==> images/congestion.png <==
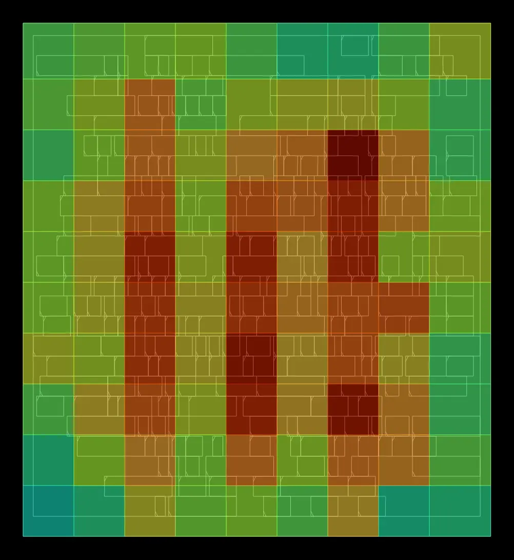
==> images/wires.png <==
Scale: 6 px per um.
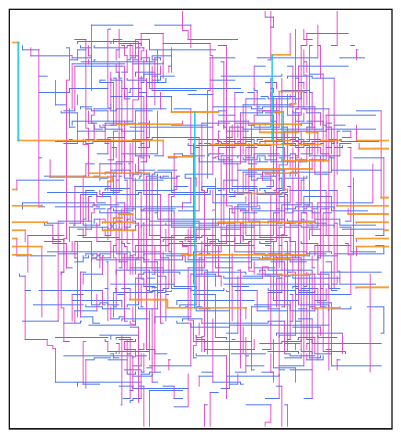
==> images/io_fan.png <==
Scale: 6 px per um.
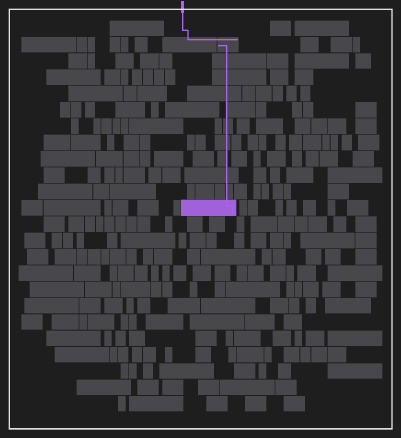
==> images/flops_by_reg.png <==
Scale: 4 px per um. Other sequential cells in the stronger gray, the rest of the logic in the fainter gray.
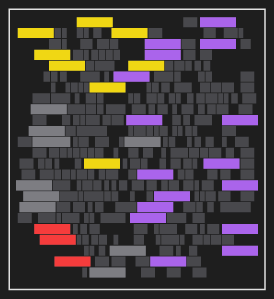
### config.mk
export PLATFORM = sky130hd
export DESIGN_NAME = qam_mod_scheduler
export DESIGN_NICKNAME = d
export VERILOG_FILES = /design/src/rtl/qam_mod_scheduler_pkg.sv /design/src/rtl/qam_strobe_gen.sv /design/src/rtl/qam_mod_scheduler.sv
export SDC_FILE = /design/constraint.sdc
export NUM_CORES = 1
export LEC_CHECK = 0
export CAP_MARGIN = 0
export CORE_ASPECT_RATIO = 1.1
export CORE_MARGIN = 1
export CORE_UTILIZATION = 55
export CTS_CLUSTER_DIAMETER = 30
export DETAILED_ROUTE_END_ITERATION = 10
export GPL_ROUTABILITY_DRIVEN = 0
export PLACE_DENSITY = 0.79
export SYNTH_ARGS = -nofsm -noshare
export SYNTH_HDL_FRONTEND = slang
export SYNTH_SLANG_ARGS = --single-unit
### constraint.sdc
create_clock -name axi_clk -period 3.9 [get_ports axi_clk]
set_input_delay 0.39 -clock axi_clk [delete_from_list [all_inputs] [get_ports axi_clk]]
set_output_delay 0.39 -clock axi_clk [all_outputs]
set_load 0.02 [all_outputs]
### src/rtl/qam_mod_scheduler_pkg.sv
// Shared types and default timing constants for the QAM-16 modulator burst scheduler.
package parameter_def;

  typedef enum logic [1:0] {IDLE, ARM, RUN, DRAIN} qam_sched_state_t;

  localparam int SAMPLE_DIV_DEF   = 6;
  localparam int DRAIN_CYCLES_DEF = 4;

endpackage

### src/rtl/qam_strobe_gen.sv
// Modulo-SAMPLE_DIV sample divider with a registered one-cycle strobe.
// `tick` flags the cycle whose clock edge will raise `stb`.
module qam_strobe_gen #(
  parameter int SAMPLE_DIV = 6
) (
  input  logic axi_clk,
  input  logic axi_rst,
  input  logic clear,
  input  logic enable,
  output logic tick,
  output logic stb
);

  localparam int CW = (SAMPLE_DIV > 2) ? $clog2(SAMPLE_DIV) : 1;
  localparam logic [CW-1:0] LAST = CW'(SAMPLE_DIV - 1);

  logic [CW-1:0] cnt;

  assign tick = enable && !clear && (cnt == LAST);

  always_ff @(posedge axi_clk or posedge axi_rst) begin
    if (axi_rst) begin
      cnt <= '0;
      stb <= 1'b0;
    end else if (clear) begin
      cnt <= '0;
      stb <= 1'b0;
    end else if (enable) begin
      stb <= (cnt == LAST);
      cnt <= (cnt == LAST) ? '0 : cnt + CW'(1);
    end else begin
      stb <= 1'b0;
    end
  end

endmodule

### src/rtl/qam_mod_scheduler.sv
// Burst sequencer: waits for carrier phase zero, paces filter samples and holds
// the multiplier FIFO read enable for the burst plus a fixed drain tail.
module qam_mod_scheduler
  import parameter_def::*;
#(
  parameter int SAMPLE_DIV   = SAMPLE_DIV_DEF,
  parameter int LEN_WIDTH    = 16,
  parameter int DRAIN_CYCLES = DRAIN_CYCLES_DEF
) (
  input  logic                 axi_clk,
  input  logic                 axi_rst,
  input  logic                 start_valid,
  output logic                 start_ready,
  input  logic [LEN_WIDTH-1:0] start_len,
  input  logic                 abort,
  input  logic                 carrier_zero,
  input  logic                 fifo_empty,
  output logic                 sample_stb,
  output logic                 mod_en,
  output logic                 busy,
  output logic                 done,
  output logic                 aborted,
  output logic                 err_underflow
);

  localparam logic [7:0] DRAIN_LOAD = 8'(DRAIN_CYCLES);

  qam_sched_state_t     state;
  logic [LEN_WIDTH-1:0] remaining;
  logic [7:0]           drain_cnt;
  logic                 tick;

  // The divider only runs in RUN; abort clears it so no strobe escapes the edge it lands on.
  qam_strobe_gen #(
    .SAMPLE_DIV(SAMPLE_DIV)
  ) u_strobe (
    .axi_clk (axi_clk),
    .axi_rst (axi_rst),
    .clear   ((state != RUN) || abort),
    .enable  (state == RUN),
    .tick    (tick),
    .stb     (sample_stb)
  );

  always_ff @(posedge axi_clk or posedge axi_rst) begin
    if (axi_rst) begin
      state         <= IDLE;
      remaining     <= '0;
      drain_cnt     <= '0;
      start_ready   <= 1'b1;
      mod_en        <= 1'b0;
      busy          <= 1'b0;
      done          <= 1'b0;
      aborted       <= 1'b0;
      err_underflow <= 1'b0;
    end else begin
      done    <= 1'b0;
      aborted <= 1'b0;
      if (mod_en && fifo_empty) err_underflow <= 1'b1;

      if (abort && (state != IDLE)) begin
        state       <= IDLE;
        remaining   <= '0;
        drain_cnt   <= '0;
        start_ready <= 1'b1;
        mod_en      <= 1'b0;
        busy        <= 1'b0;
        aborted     <= 1'b1;
      end else begin
        case (state)
          IDLE: begin
            if (start_valid) begin
              remaining     <= start_len;
              err_underflow <= 1'b0;
              if (start_len == '0) begin
                done <= 1'b1;
              end else begin
                state       <= ARM;
                start_ready <= 1'b0;
                busy        <= 1'b1;
              end
            end
          end
          ARM: begin
            if (carrier_zero) begin
              state  <= RUN;
              mod_en <= 1'b1;
            end
          end
          RUN: begin
            // The final strobe hands over to DRAIN without counting remaining to zero.
            if (tick) begin
              if (remaining == LEN_WIDTH'(1)) begin
                state     <= DRAIN;
                drain_cnt <= DRAIN_LOAD;
              end else begin
                remaining <= remaining - LEN_WIDTH'(1);
              end
            end
          end
          DRAIN: begin
            if (drain_cnt == 8'd1) begin
              state       <= IDLE;
              remaining   <= '0;
              drain_cnt   <= '0;
              start_ready <= 1'b1;
              mod_en      <= 1'b0;
              busy        <= 1'b0;
              done        <= 1'b1;
            end else begin
              drain_cnt <= drain_cnt - 8'd1;
            end
          end
          default: state <= IDLE;
        endcase
      end
    end
  end

endmodule

==> impl_metrics.toml <==
# synthesis and place-and-route metrics
[run_status]
outcome = "completed"

[route]
drc = 0
drtPass1Iterations = 4

[worst_setup_path]
reg2reg_slack_ns = 1.01
r2r-end = "drain_cnt[6]$_DFFE_PP0P_"
cp_data_arrival_time_ns = 3.06
crit_type = "reg2reg"
cp_cell_sequence = "inv_1 -> ha_1 -> nand2b_1 -> clkinv_1 -> nor3_2 -> o22a_1 -> or3_1 -> o2bb2ai_1"
cp_slowest_cell = "nor3_2"
worstPathMaxFanout = 11
rr_startpoint = "state[0]$_DFFE_PP0P_"
startpoint = "state[0]$_DFFE_PP0P_"
critPathRequiredTime_ns = 4.07
crit_end = "drain_cnt[6]$_DFFE_PP0P_"
max_stage_delay_ns = 0.53

[floorplanning]
die_y_um = 69.69
fp.dieW_um = 63.54
tap_cells = 52
num_rows = 24
initCoreUtil_pct = 57.80
dieArea_um2 = 4428
io_pins = 29

[finish]
synthToLayoutAreaGrowth_pct = 17.15
nonClkBufAreaFrac_pct = 11.00
diodes = 0
clkCellAreaFrac_pct = 3.357
seq_cell_count = 36
num-nonclk-inverters = 15
nMultiInputCombCells = 193

[global_routing]
grt_antenna_before_repair = 0
grt-ovfl-total = 0
grt_pass1_vias = 2112
grt_max_degree = 37

[clocking]
cts_buffers = 5
cts_sinks = 36
postCtsHoldBufs = 0
max-clock-path-buffers = 2
clk_latency_ns = 0.29
root_buffer = "clkbuf_8"

[yosys]
ys_warn_count = 0
ff_type = "dfrtp_1"
synth_area_um2 = 2291
syn_avg_cell_area_um2 = 8.984
edf_count = 0
ys_cells = 255
syn_nets = 285

[pwr]
sw_frac_of_total_pct = 46.71
power_leader = "combinational logic"
ir_drop_uv = 541.9
switching_power_uw = 1021
pwr-share-comb_pct = 56.5
intPower_uw = 1165
power_frac_clock_pct = 12.7

[placed_design]
port_buffers = 28
dp_hpwl_um = 3945
place_ws_ns = 1.059

[run]
warning_count = 31

[final_timing]
clock.fmax_ghz = 0.3466
hold_violations = 0
worst_slack_ns = 1.015
finalHoldWorstSlack_ns = 0.4878
layout_worst_path_cycle_share_pct = 73.98
drv_slew = 0
Back to the opening pictures, congestion.png:
final core occ: 67.71%
grt peak-use layer: met2
met3 global-route usage: 4.441%

Back to the opening pictures, wires.png:
layer	color	wire length
metal 4	cyan	76.2 um
metal 2	magenta	2,730 um
metal 3	orange	310 um
metal 1	blue	2,460 um
Overall Global Routing Usage: 27.48%
WL per Instance: 16.71 um
routed wire length: 5580 um
Vias: 2,110

Back to the opening pictures, io_fan.png:
port	color	direction	end cells	buffers	wire
aborted	purple	output	1	1	44.5 um

Back to the opening pictures, flops_by_reg.png:
netlist name	color	placed flops
u_strobe.cnt	red	3
remaining	purple	16
drain_cnt	yellow	8
sequential cell area: 902.1 um2
flop share of the area: 33.61%
sequential power: 675 uW

[sequential cells by signal, summed over array words and instances (netlist names)]
signal and count:
state 2, start_ready 1, remaining 16, drain_cnt 8, u_strobe.cnt 3, mod_en 1
aborted 1, done 1, u_strobe.stb 1, err_underflow 1, busy 1
[stage by stage]
step	instances	total power [uW]
after floorplan	255	1609
after global placement	326	1878
after detailed placement	326	1890
after CTS	334	2177
after global routing	334	2361
final	334	2186
[cells by family after synthesis]
group	synth area share, %
and+or+nand+nor	23.38
AOI/OAI and AO/OA	25.56
DFF	39.38
buffers and inverters	4.970
adders and majority gates	4.369
muxes	1.966
xor gates and xnor gates	0.3824
[Yosys cell counts (all sizes together) (2+ instances only)]
| cell | number | area, um2 |
|---|---|---|
| a21o | 4 | 30.03 |
| a21oi | 17 | 85.08 |
| a22oi | 3 | 22.52 |
| a31oi | 3 | 18.77 |
| a32o | 2 | 20.02 |
| a32oi | 3 | 26.28 |
| and2 | 4 | 27.53 |
| and4 | 2 | 17.52 |
| buf | 7 | 42.54 |
| clkbuf | 4 | 15.01 |
| dfrtp | 35 | 875.8 |
| ha | 8 | 100.1 |
| inv | 14 | 52.55 |
| mux2i | 3 | 30.03 |
| nand2 | 19 | 71.32 |
| nand2b | 6 | 37.54 |
| nand3 | 11 | 55.05 |
| nand4 | 3 | 25.02 |
| nor2 | 22 | 82.58 |
| nor3 | 9 | 50.05 |
| nor3b | 4 | 30.03 |
| nor4 | 7 | 71.31 |
| o211ai | 5 | 51.30 |
| o21ai | 20 | 100.1 |
| o22a | 2 | 17.52 |
| o2bb2ai | 9 | 78.83 |
| o31ai | 6 | 45.04 |
| o41ai | 2 | 17.52 |
| or3 | 4 | 25.02 |
| or4 | 2 | 15.01 |
No activity file was given, so power comes from the tool's default toggle rates.
